==> src/rtl/force_release_pkg.sv <==
// force_release_pkg: shared types for the force/release register bank.
//   wr_op_e    - write-port operation encoding
//   ch_state_e - per-channel driver-ownership state
package force_release_pkg;

  localparam int unsigned OP_W = 2;

  typedef enum logic [OP_W-1:0] {
    OP_LOAD   = 2'd0,
    OP_INVERT = 2'd1,
    OP_INCR   = 2'd2,
    OP_CLEAR  = 2'd3
  } wr_op_e;

  typedef enum logic {
    ST_FREE   = 1'b0,
    ST_FORCED = 1'b1
  } ch_state_e;

endpackage

==> src/rtl/force_release_chan.sv <==
// force_release_chan: one channel of the force/release bank. Owns the channel
// register, its FREE/FORCED state, the pre-force shadow copy and the update mux.
// Ports:
//   clk, rst        clock, async active-high reset
//   i_force_en      level force request
//   i_force_val     value driven while forced
//   i_wr_en         accepted write targeting this channel
//   i_wr_op         write operation
//   i_wr_data       LOAD operand
//   i_tick_inv      tick edge with auto-invert enabled for this channel
//   o_val           registered channel value
//   o_forced        registered force status
//   o_busy_c        channel owned by force this cycle (combinational)
module force_release_chan
  import force_release_pkg::*;
#(
  parameter int unsigned      WIDTH        = 32,
  parameter logic [WIDTH-1:0] RESET_VAL    = '0,
  parameter int unsigned      RELEASE_KEEP = 1
) (
  input  logic             clk,
  input  logic             rst,
  input  logic             i_force_en,
  input  logic [WIDTH-1:0] i_force_val,
  input  logic             i_wr_en,
  input  wr_op_e           i_wr_op,
  input  logic [WIDTH-1:0] i_wr_data,
  input  logic             i_tick_inv,
  output logic [WIDTH-1:0] o_val,
  output logic             o_forced,
  output logic             o_busy_c
);

  ch_state_e        r_state;
  logic [WIDTH-1:0] r_val;
  logic [WIDTH-1:0] r_shadow;
  logic             r_forced;
  logic [WIDTH-1:0] w_wr_next;

  // Result of the requested write op applied to the current value
  always_comb begin
    w_wr_next = r_val;
    unique case (i_wr_op)
      OP_LOAD:   w_wr_next = i_wr_data;
      OP_INVERT: w_wr_next = ~r_val;
      OP_INCR:   w_wr_next = r_val + WIDTH'(1);
      OP_CLEAR:  w_wr_next = RESET_VAL;
      default:   w_wr_next = r_val;
    endcase
  end

  // The release cycle still belongs to the force, so writes are refused then too
  assign o_busy_c = (r_state == ST_FORCED) || i_force_en;

  // Channel FSM and single driver of the channel register
  always_ff @(posedge clk or posedge rst) begin
    if (rst) begin
      r_state  <= ST_FREE;
      r_val    <= RESET_VAL;
      r_shadow <= RESET_VAL;
      r_forced <= 1'b0;
    end else begin
      unique case (r_state)
        ST_FREE: begin
          if (i_force_en) begin
            r_state  <= ST_FORCED;
            r_shadow <= r_val;
            r_val    <= i_force_val;
            r_forced <= 1'b1;
          end else if (i_wr_en) begin
            r_val <= w_wr_next;
          end else if (i_tick_inv) begin
            r_val <= ~r_val;
          end
        end
        ST_FORCED: begin
          if (i_force_en) begin
            r_val <= i_force_val;
          end else begin
            r_state  <= ST_FREE;
            r_forced <= 1'b0;
            if (RELEASE_KEEP == 0) begin
              r_val <= r_shadow;
            end
          end
        end
        default: r_state <= ST_FREE;
      endcase
    end
  end

  assign o_val    = r_val;
  assign o_forced = r_forced;

endmodule

==> src/rtl/force_release_reg_bank.sv <==
// force_release_reg_bank: NCH registers of WIDTH bits, each with a single
// procedural driver that resolves write ops, auto-invert on tick and force.
// Ports:
//   clk, rst     clock, async active-high reset
//   tick         auto-invert strobe (rising edge detected in clk domain)
//   auto_inv_en  per-channel invert-on-tick enable
//   force_en     per-channel level force request
//   force_val    per-channel force value, channel c at [c*WIDTH +: WIDTH]
//   wr_valid/wr_ready/wr_ch/wr_op/wr_data  write port
//   val_o        per-channel value
//   forced_o     per-channel force status
//   drop_cnt     saturating dropped-write count
//   drop_pulse   one-cycle pulse per dropped write
module force_release_reg_bank
  import force_release_pkg::*;
#(
  parameter int unsigned      NCH          = 4,
  parameter int unsigned      WIDTH        = 32,
  parameter logic [WIDTH-1:0] RESET_VAL    = '0,
  parameter int unsigned      RELEASE_KEEP = 1,
  parameter int unsigned      CNT_W        = 8
) (
  input  logic                                   clk,
  input  logic                                   rst,
  input  logic                                   tick,
  input  logic [NCH-1:0]                         auto_inv_en,
  input  logic [NCH-1:0]                         force_en,
  input  logic [NCH*WIDTH-1:0]                   force_val,
  input  logic                                   wr_valid,
  output logic                                   wr_ready,
  input  logic [((NCH > 1) ? $clog2(NCH) : 1)-1:0] wr_ch,
  input  logic [OP_W-1:0]                        wr_op,
  input  logic [WIDTH-1:0]                       wr_data,
  output logic [NCH*WIDTH-1:0]                   val_o,
  output logic [NCH-1:0]                         forced_o,
  output logic [CNT_W-1:0]                       drop_cnt,
  output logic                                   drop_pulse
);

  localparam int unsigned CH_W = (NCH > 1) ? $clog2(NCH) : 1;

  logic             r_tick_d;
  logic             r_wr_ready;
  logic [CNT_W-1:0] r_drop_cnt;
  logic             r_drop_pulse;
  logic             w_tick_rise;
  logic             w_wr_acc;
  logic             w_ch_oob;
  logic             w_drop;
  logic [NCH-1:0]   w_busy_c;

  assign w_tick_rise = tick && !r_tick_d;
  assign w_wr_acc    = wr_valid && r_wr_ready;
  assign w_ch_oob    = (32'(wr_ch) >= NCH);
  assign w_drop      = w_wr_acc && (w_ch_oob || w_busy_c[wr_ch]);

  // Tick edge detect, ready-after-reset, drop pulse and saturating drop counter
  always_ff @(posedge clk or posedge rst) begin
    if (rst) begin
      r_tick_d     <= 1'b0;
      r_wr_ready   <= 1'b0;
      r_drop_cnt   <= '0;
      r_drop_pulse <= 1'b0;
    end else begin
      r_tick_d     <= tick;
      r_wr_ready   <= 1'b1;
      r_drop_pulse <= w_drop;
      if (w_drop && (r_drop_cnt != {CNT_W{1'b1}})) begin
        r_drop_cnt <= r_drop_cnt + CNT_W'(1);
      end
    end
  end

  for (genvar c = 0; c < NCH; c++) begin : g_chan
    logic w_wr_en;

    // Channel refuses the write itself while forced; the drop is accounted above
    assign w_wr_en = w_wr_acc && !w_ch_oob && (wr_ch == CH_W'(c));

    force_release_chan #(
      .WIDTH       (WIDTH),
      .RESET_VAL   (RESET_VAL),
      .RELEASE_KEEP(RELEASE_KEEP)
    ) u_chan (
      .clk        (clk),
      .rst        (rst),
      .i_force_en (force_en[c]),
      .i_force_val(force_val[c*WIDTH +: WIDTH]),
      .i_wr_en    (w_wr_en),
      .i_wr_op    (wr_op_e'(wr_op)),
      .i_wr_data  (wr_data),
      .i_tick_inv (w_tick_rise && auto_inv_en[c]),
      .o_val      (val_o[c*WIDTH +: WIDTH]),
      .o_forced   (forced_o[c]),
      .o_busy_c   (w_busy_c[c])
    );
  end

  assign wr_ready   = r_wr_ready;
  assign drop_cnt   = r_drop_cnt;
  assign drop_pulse = r_drop_pulse;

endmodule

==> config.mk <==
export PLATFORM = sky130hd
export DESIGN_NAME = force_release_reg_bank
export DESIGN_NICKNAME = d
export VERILOG_FILES = /design/src/rtl/force_release_pkg.sv /design/src/rtl/force_release_chan.sv /design/src/rtl/force_release_reg_bank.sv
export SDC_FILE = /design/constraint.sdc
export NUM_CORES = 1
export LEC_CHECK = 0
export CORE_MARGIN = 8
export CORE_UTILIZATION = 44
export CTS_BUF_LIST = sky130_fd_sc_hd__clkbuf_8
export CTS_CLUSTER_SIZE = 30
export DETAILED_ROUTE_END_ITERATION = 7
export PLACE_DENSITY = 0.81
export SLEW_MARGIN = 20
export SYNTH_ARGS = -nofsm -noshare
export SYNTH_HDL_FRONTEND = slang
export SYNTH_SLANG_ARGS = --single-unit
==> constraint.sdc <==
create_clock -name clk -period 5.1 [get_ports clk]
set_clock_uncertainty 0.15 [all_clocks]
set_input_delay 0.51 -clock clk [delete_from_list [all_inputs] [get_ports clk]]
set_output_delay 0.51 -clock clk [all_outputs]
set_load 0.03 [all_outputs]
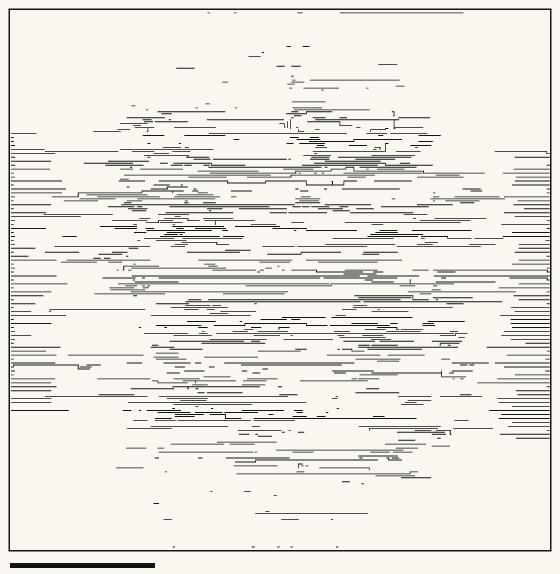
(run_1/layer_met3.png)
Bar = 50 um.
main direction: horizontal
longest straight run: 81.4 um
nets with wire on the layer: 455
global routing usage on met3: 0.106
number of vias in the routed layout: 16000
Detailed Route WL: 59300 um

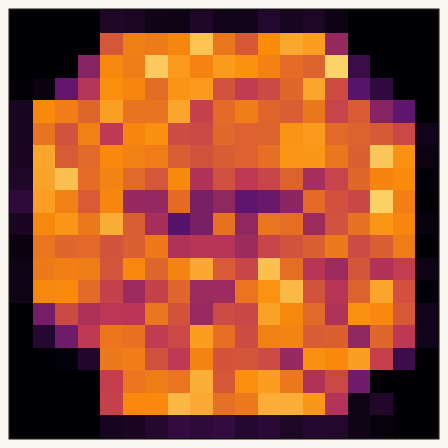
(run_1/cell_density.png)
19 x 19 tiles, from black (low) to pale yellow (high), 0 to 100% covered.
fullest tile: 90%
emptiest ninth of the die: south-west
mean over tiles: 46%
tiles over 75% full: 13%
area of the core region: 28500 sq um
effective utilization at floorplan: 0.443
post-layout util: 0.573

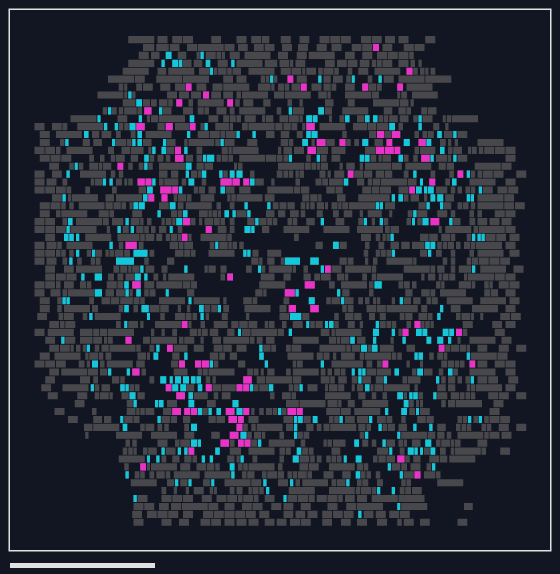
(run_1/logic_types.png)
Bar = 50 um.
legend:
  magenta:
    family: and/or cells
    cells: 91
    most_used: and3_1
  cyan:
    family: nand cells
    cells: 333
    most_used: nand2_1
multi-input logic portion of the cell area: 0.504
number of cells in the finished layout apart from fillers: 2329

==> results.txt, run 1 <==
The implementation run finished. Total cells reported by yosys after synthesis landed at 1728. According to the timing report, the data required time at the worst endpoint equals 5.36 ns. Of all cell types, the one taking the most synthesized area is dfrtp_1. Post-synth the commonest register cell is dfrtp_1. The commonest cells after synthesis are nand2_1, o21ai_0, dfrtp_1. Clock-pin slew was measured on the worst setup and hold paths at 0.09 ns. For reference, the final report shows the max-slew violation count at 0.

The critical path in this run is classified as input port to flip-flop. Of the combinational cells, the family taking the most area is AND-OR/OR-AND gates. Final sum of negative setup slack landed at 0 ns. The global router reports that the layer with the highest usage is met2. The area fraction of the largest cell type after synthesis is 0.291. Maximum number of pins on one net before global-route repair landed at 82. For the worst flop-to-flop path, the logic depth is 7.

Per the gpl log, the routability congestion estimate is 0.979. In this design, the largest share of critical-path delay is due to simple AND/OR/NAND/NOR gates. Of the synthesized area, sequential elements account for 0.291. The routed design shows a wire length per standard cell of 25.5 um. Pin slew with the least headroom to its limit landed at 1.13 ns. The script parses the final routing iteration and logs DRC violations as 0. Warning count from the yosys run landed at 0. Tool warning count landed at 30. The data arrival time reported for the critical path is 3.65 ns. Layout net count landed at 2117. STA shows the worst min-delay path finishing at drop_cnt[5]. Number of violations reported at the end of detailed-routing iteration 0 landed at 2476.

Maximum number of buffers from clock root to sink landed at 2. The number of nets handed over by synthesis was 1917. Combinational-cell power consumption landed at 1.81 mW. Of the available clock period, the critical path in the final layout requires 0.664. Met2 track demand over resource landed at 0.491. Per the OpenROAD floorplan log, the width of the die is 186 um. Setup violation total in the final timing report landed at 0. Counting the buffers created by CTS gives 17.

The netlist uses 83 different library cells. Global router's overall resource usage landed at 0.332. The power report lists the clock group at 1.05 mW. The capture point of the worst register-to-register path is recorded as g_chan[3].u_chan.o_val[24]. According to the I/O placement log, the pin count is 318. Die height landed at 186 um.

nand2_1 is the most common cell in the netlist. Post-synthesis instance area landed at 12700 sq um. The detailed router put a total of 22400 um of wire on met1. Recorded from the global router log, the overflow total was 0. The number of antenna violations at the first check in global routing was 6. Instance count of the mapped netlist landed at 1728. The startpoint identified for the worst hold timing path is drop_cnt[5].

According to the timing report, the critical path is launched from wr_ch[0]. The internal power of the cells totals 2.59 mW. Number of nets with antenna violations after detailed routing landed at 0. In this run, post-CTS repair resized a total of 0 instances. Total die area landed at 34500 sq um.

Number of cells on the critical path landed at 8. Worst voltage drop across the vdd grid landed at 0.133 mV. Per the timing report, the most critical flop-to-flop path originates at wr_ready.

The first global-routing pass estimated 88600 um of wire. The placement report lists the number of port buffers as 317. STA classifies the critical path startpoint as an input port. Count of H-tree levels built during CTS landed at 4. Of the post-synthesis cell area, the part taken by muxes is 0.0299. The flow ran to the end, and the final reports show no timing, DRC or antenna violations.

The timing report shows that the slowest cell on the worst path is clkdlybuf4s50_1. Signal nets in the final route climb as high as met5. Maximum fanout encountered on the critical timing path landed at 25.

Post-synthesis average cell area landed at 7.33 sq um. Summed over all nets, wire length on met2 after detailed routing comes to 25500 um. Dividing the detail-routed via count by the number of cells gives 6.86. From synthesis to final layout, the design area changed by 29.2%. The power report puts the net switching power at 2.01 mW. Placement row count landed at 62. Sequential logic power landed at 1.75 mW. At the later pin of the worst-skew pair, clock insertion delay measures 0.49 ns. Total count of hold-check failures in the final report landed at 0. The highest clock rate this design can be run at is 0.295 GHz. The tree is rooted in a clkbuf_8. TritonCTS built the clock tree.

The switching portion of total power comes to 0.438. Number of buffers inserted to repair setup after CTS landed at 0. Register-to-register path setup slack landed at 2.02 ns. In the final layout, the share of cells above drive strength 1 is 0.0587. Final worst slack landed at 1.71 ns. Power density normalized to cell area landed at 281 nW/um^2. Shortest clock period the worst path allows after layout landed at 3.39 ns. Yosys mapped a number of flops with a built-in enable equal to 0.

After synthesis, the share of flip-flops with an asynchronous set or reset is 1.00. Setup repair after global routing left no endpoint under its margin. Worst setup timing slack at the placement stage landed at 1.23 ns. The run reported a max-capacitance violation count of 0. The final power report lists total power as 4.60 mW. Part of the total power dissipated in the clock network landed at 0.227. Counting flops and latches in the post-synthesis netlist gives 147. Detailed placement ended at an HPWL of 41900 um. Met1 layer usage reported by global route landed at 0.424. Relative contribution of sequential cells to total power landed at 0.380. The worst hold path belongs to the class flip-flop to flip-flop. The detailed placer reported the number of placed instances as 2293. Buffer and inverter count on the worst path landed at 2. For reference, the critical path cell chain is clkdlybuf4s50_1 > nand4_1 > nand3_1 > nand2b_1 > buf_4 > a311oi_1 > a21oi_1 > nor2_1. Per the synthesis report, the XOR/XNOR share of the synthesized area is 0.00969. The first TritonRoute pass finished after 6 iterations.

In this run, post-CTS hold repair placed 0 buffers. Part of the total power dissipated in combinational logic landed at 0.393. According to the timing report, the critical path is captured at g_chan[3].u_chan.o_val[24]. Sink count of the clock tree landed at 147. Area fraction in full adders, half adders and majority gates landed at 0.0128. The number of global-route vias before repair was 14700. Summed over all cells, the static leakage comes to 5.84 nW. Looking at the group totals, the largest power group turns out to be combinational logic.

The number of cells on the worst hold path is listed as 1. The main area contributors are dfrtp_1, o21ai_0, nand2_1. Area fraction in and, or, nand and nor cells after synthesis landed at 0.266.

Wire segments on met3 add up to 7880 um in the final route. Relative max-transition margin landed at 0.245. The worst setup path is captured at a flip-flop. The layout has 2702 filler cells. Post-synthesis share of cell area spent on and-or and or-and gates landed at 0.329.
==> run 1: cells in the final DEF, fill, tap and decap left out, drive strengths merged, types with 7 or more instances in the layout <==
cell,Yosys,final
clkdlybuf4s50,0,315
nand2,201,201
o21ai,179,179
dfrtp,147,147
a21oi,140,140
nor2,133,133
nor3,74,74
nand3,71,71
nand4,48,48
a31oi,48,48
o22ai,43,43
a211oi,38,38
inv,30,37
buf,36,33
o211ai,31,31
o221ai,26,26
and3,24,24
nor2b,23,23
mux2i,22,22
and4,22,22
clkbuf,131,18
nor4,16,16
or3,15,15
and2,13,13
a41oi,13,13
ha,13,13
o31ai,12,12
mux2,12,12
a2bb2oi,11,11
a221oi,10,10
or4,10,10
o2111ai,9,9
a22o,8,8
a311oi,8,8
a32oi,8,8
xor2,8,8
a31o,7,7
==> run 1: sequential cells by signal, indices dropped and copies added (netlist names) <==
register / flops
g_chan.u_chan.o_val: 128
drop_cnt: 8
g_chan.u_chan.o_forced: 4
g_chan.u_chan.r_state: 4
drop_pulse: 1
r_tick_d: 1
wr_ready: 1
==> run 1: final cells by class <==
cell class                 instances  area [sq um]  area share
inverter                          30           118     0.00719
timing repair buffer             348          3400       0.208
clock inverter                    14           173      0.0106
antenna                            4          10.0    0.000612
tap                              384           480      0.0294
multi-input combinational       1384          8240       0.504
clock buffer                      18           248      0.0152
sequential                       147          3680       0.225
==> run 1: metrics by stage <==
stage               hold WS (ns)  cell area (sq um)
finish                     0.354              16400
global route               0.372              16300
CTS                        0.354              16300
detailed placement         0.340              15900
global placement           0.330              15900
floorplan                  0.318              12700
==> run_1/placement.png <==
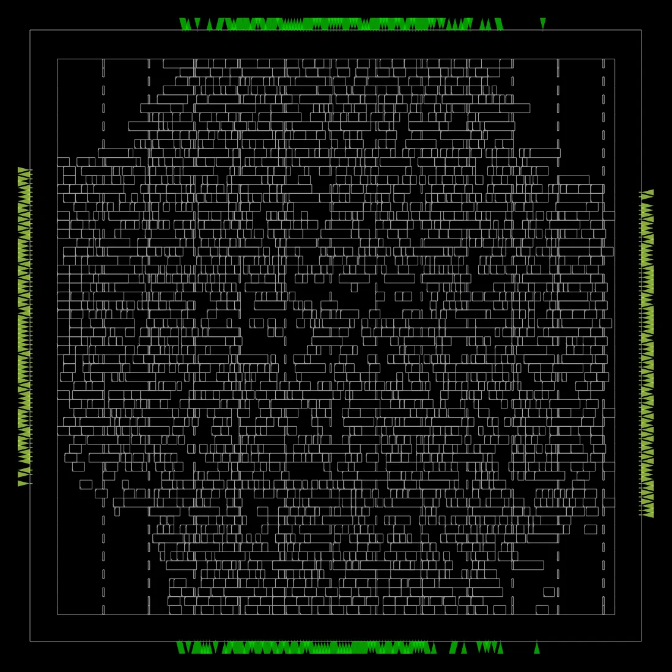

==> run 1 -> run 2 <==
PLACE_DENSITY = 0.84   (was 0.81)
clock period = 2.75 ns   (was 5.1 ns; I/O delays follow)
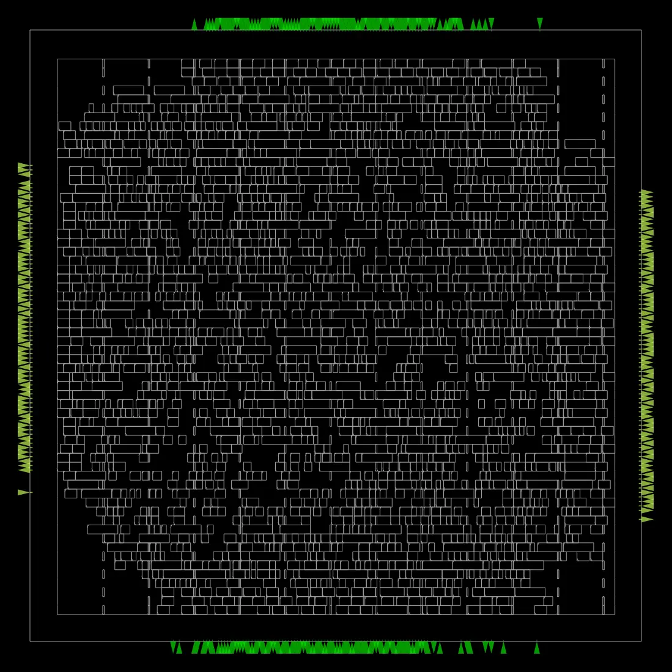
(run_2/placement.png)
number of well taps: 384
number of filler instances in the final layout: 2635
post-layout util: 0.604
flop share of the area: 0.213
FF+latch count: 147

==> results.txt, run 2 <==
The implementation run finished. Per the synth stats, the flop cell with the highest instance count is dfrtp_1. The area growth from synthesis to layout is 36.3%. Total count of hold-check failures in the final report landed at 0. The first detailed-routing pass took 8 iterations. The area fraction of the largest cell type after synthesis is 0.291. Clock tree synthesis selected as its root buffer the cell clkbuf_8. Maximum number of buffers from clock root to sink landed at 2. The most numerous cell type found on the critical path is nor3_1.

The gate-level netlist out of Yosys references 83 unique cell types. Per the OpenROAD floorplan log, the height of the die is 186 um. Pin slew with the least headroom to its limit landed at 0.798 ns. Instance count of the mapped netlist landed at 1728. For this design, the slowest cell found on the critical path is a2111oi_0. Total overflow reported by the global router landed at 0.

The final timing report counts setup violations totalling 0. Number of instances in the placed design landed at 2399. Looking at the worst setup and hold paths, the clock pins of their registers show a slew of 0.11 ns. Share of async-settable or async-resettable flops after synthesis landed at 1.00.

Along the worst path, the maximum fanout reaches 8. For the worst reg-to-reg path, the endpoint reported by OpenROAD is g_chan[1].u_chan.o_val[13]. Row generation in the floorplan step produced 62 rows.

The core region is 28500 sq um. The cell type that accounts for the most area after synthesis is dfrtp_1. Sequential cell area fraction in the yosys report landed at 0.291. Number of nets with antenna violations after detailed routing landed at 0. Number of buffers inserted to repair setup after CTS landed at 0. After legalization and detailed placement, the total HPWL measured 46400 um. Per the post-synthesis report, the nets total 1917.

DRC violations left landed at 0. Die span in x landed at 186 um. For this sky-water flow run, the detailed-routed wirelength per cell is reported as 25.8 um.

Setup total negative slack on the finished layout was measured at 0 ns. Sorting the synthesis cell report by count puts at the top nand2_1. Final worst slack landed at 0.155 ns. Power density normalized to cell area landed at 497 nW/um^2. The startpoint identified for the worst register-to-register timing path is g_chan[1].u_chan.o_val[9]. Post-synth area from yosys stat landed at 12700 sq um. Ranked by instance count, the synthesized netlist is headed by nand2_1, o21ai_0, dfrtp_1.

Quantity of hold-fixing buffers added after cts landed at 0. The worst setup path is launched from a flip-flop. For the worst-skew pair, the clock arrives at the later sink with an insertion delay of 0.48 ns. After its last routability iteration, the placer logged a weighted congestion of 0.969. Walking the worst path, the cells encountered are nand4_1 > nor3_1 > and3_1 > mux2i_1 > a2111oi_0 > buf_4 > nor3_1. Wires add up to 62800 um. Number of global-route vias before repair landed at 15600. Overall power of the completed layout landed at 8.57 mW. Maximum clock rate landed at 0.385 GHz. Delay of the slowest cell on the worst path landed at 0.53 ns. The number of antenna violations at the first check in global routing was 3. Number of cells in the finished layout apart from fillers landed at 2432. For reference, the final report shows the max-slew violation count at 0. Shortest clock period the worst path allows after layout landed at 2.59 ns. The number of cells on the worst reg-to-reg path is 7. Flip-flop count of the largest register after layout landed at 128.

Static power due to leakage landed at 6.38 nW. At the floorplan stage, the core utilization is reported as 0.443. The worst VDD IR drop from the latest analysis is 0.260 mV. The synthesized netlist was found by Yosys to have 1728 cells.

Worst setup timing slack at the placement stage landed at -0.0957 ns. Global router's overall resource usage landed at 0.352. The critical path is of the flip-flop to flip-flop type. Register-to-register path setup slack landed at 0.16 ns. Detailed placement reports a standard cell area of 16900 sq um. Relative max-transition margin landed at 0.468. The first global-routing pass estimated 94000 um of wire. Number of enable flip-flop cells landed at 0. The library cell used most frequently in the layout, excluding fill and tap cells, is clkdlybuf4s50_1. According to the hold report, the worst path is of the input port to async pin type. Setup repair after global routing left no endpoint under its margin. Via total after detailed routing landed at 16500.

318 I/O pins were placed. The violation tally recorded at the end of detailed-routing iteration 0 is 2483. Warning count from the yosys run landed at 0.

Worst path required time landed at 2.97 ns. Layout net count landed at 2223. In the post-synthesis netlist, the biggest area contributors are dfrtp_1, o21ai_0, nand2_1. Critical path data arrival time landed at 2.82 ns.

Total die area landed at 34500 sq um. Per STA, the endpoint of the critical path is g_chan[1].u_chan.o_val[13]. Tally of buffers added on design ports landed at 317. The number of maximum-capacitance violations recorded for the run is 0. Post-synthesis instance area landed at 12700 sq um. Share of the clock period used by the worst path after layout landed at 0.943. Count of H-tree levels built during CTS landed at 4. In the layout the commonest cells are clkdlybuf4s50_1, nand2_1, o21ai_0, dfrtp_1, a21oi_1. Detail-routed via count per cell landed at 6.78. Fraction of layout cells with a size suffix above 1 landed at 0.107.

A synthesized cell averages 7.33 sq um. In this run, CTS created clock tree buffers numbering 17. The tightest hold path in the finished design has a slack of 0.00406 ns. The run finished with clean final reports.

Maximum number of pins on one net before global-route repair landed at 63. Number of register bits inferred by synthesis landed at 147. Area of all placed cells without fillers landed at 17200 sq um.

TritonCTS built the clock tree. Tool warning count landed at 30. The worst setup path is captured at a flip-flop. For this design, the sink count on the clock tree is 147. Post-cts gate resize count landed at 0.

For reference, the critical path is launched at g_chan[1].u_chan.o_val[9].
==> run 2: cell count changes in the layout (fill, tap and decap cells not counted), sizes merged <==
cell / delta
inv: -2
bufinv: -3
clkinvlp: +3
clkinv: +2
diode: -3
buf: +106
==> run 2: layout make-up <==
class	count	area, sq um
Multi-Input combinational cell	1384	8240
Fill cell	2635	11300
Sequential cell	147	3680
Clock inverter	14	120
Tap cell	384	480
Inverter	30	116
Clock buffer	18	248
Timing Repair Buffer	454	4360
Antenna cell	1	2.50
==> run 2: where the power goes <==
part | switching [mW] | internal, mW | total, mW
Sequential | 0.649 | 2.50 | 3.14
Clock | 1.07 | 0.676 | 1.74
Combinational | 2.15 | 1.53 | 3.68
==> run 2: logic make-up (layout without fill, tap and decap cells) <==
group           count (synthesis)  count (layout)  share of synthesized area
buf+inv                       197             516                     0.0617
compound gates                648             648                      0.329
simple gates                  673             673                      0.266
fa+ha+maj                      13              13                     0.0128
flops                         147             147                      0.291
other cells                     1               2                   0.000296
mux                            35              35                     0.0299
xor+xnor                       14              14                    0.00969
==> run 2: critical path, delay by kind of cell, from the launching register on <==
family,cells,cell delay [ns]
AOI/OAI and AO/OA,1,0.53
buffers and inverters,1,0.20
DFF,1,0.52
muxes,1,0.07
and+or+nand+nor,4,1.02
==> run 2: routing by layer <==
| layer | global-route usage | part of all wire | vias to the layer above |
|---|---|---|---|
| li1 | - | - | 7205 |
| met1 | 0.457 | 0.39 | 7798 |
| met2 | 0.539 | 0.44 | 1244 |
| met3 | 0.0833 | 0.12 | 239 |
| met4 | 0.184 | 0.056 | 6 |
| met5 | 0 | 0.00067 | - |
Power is estimated from default activity; no workload was simulated.
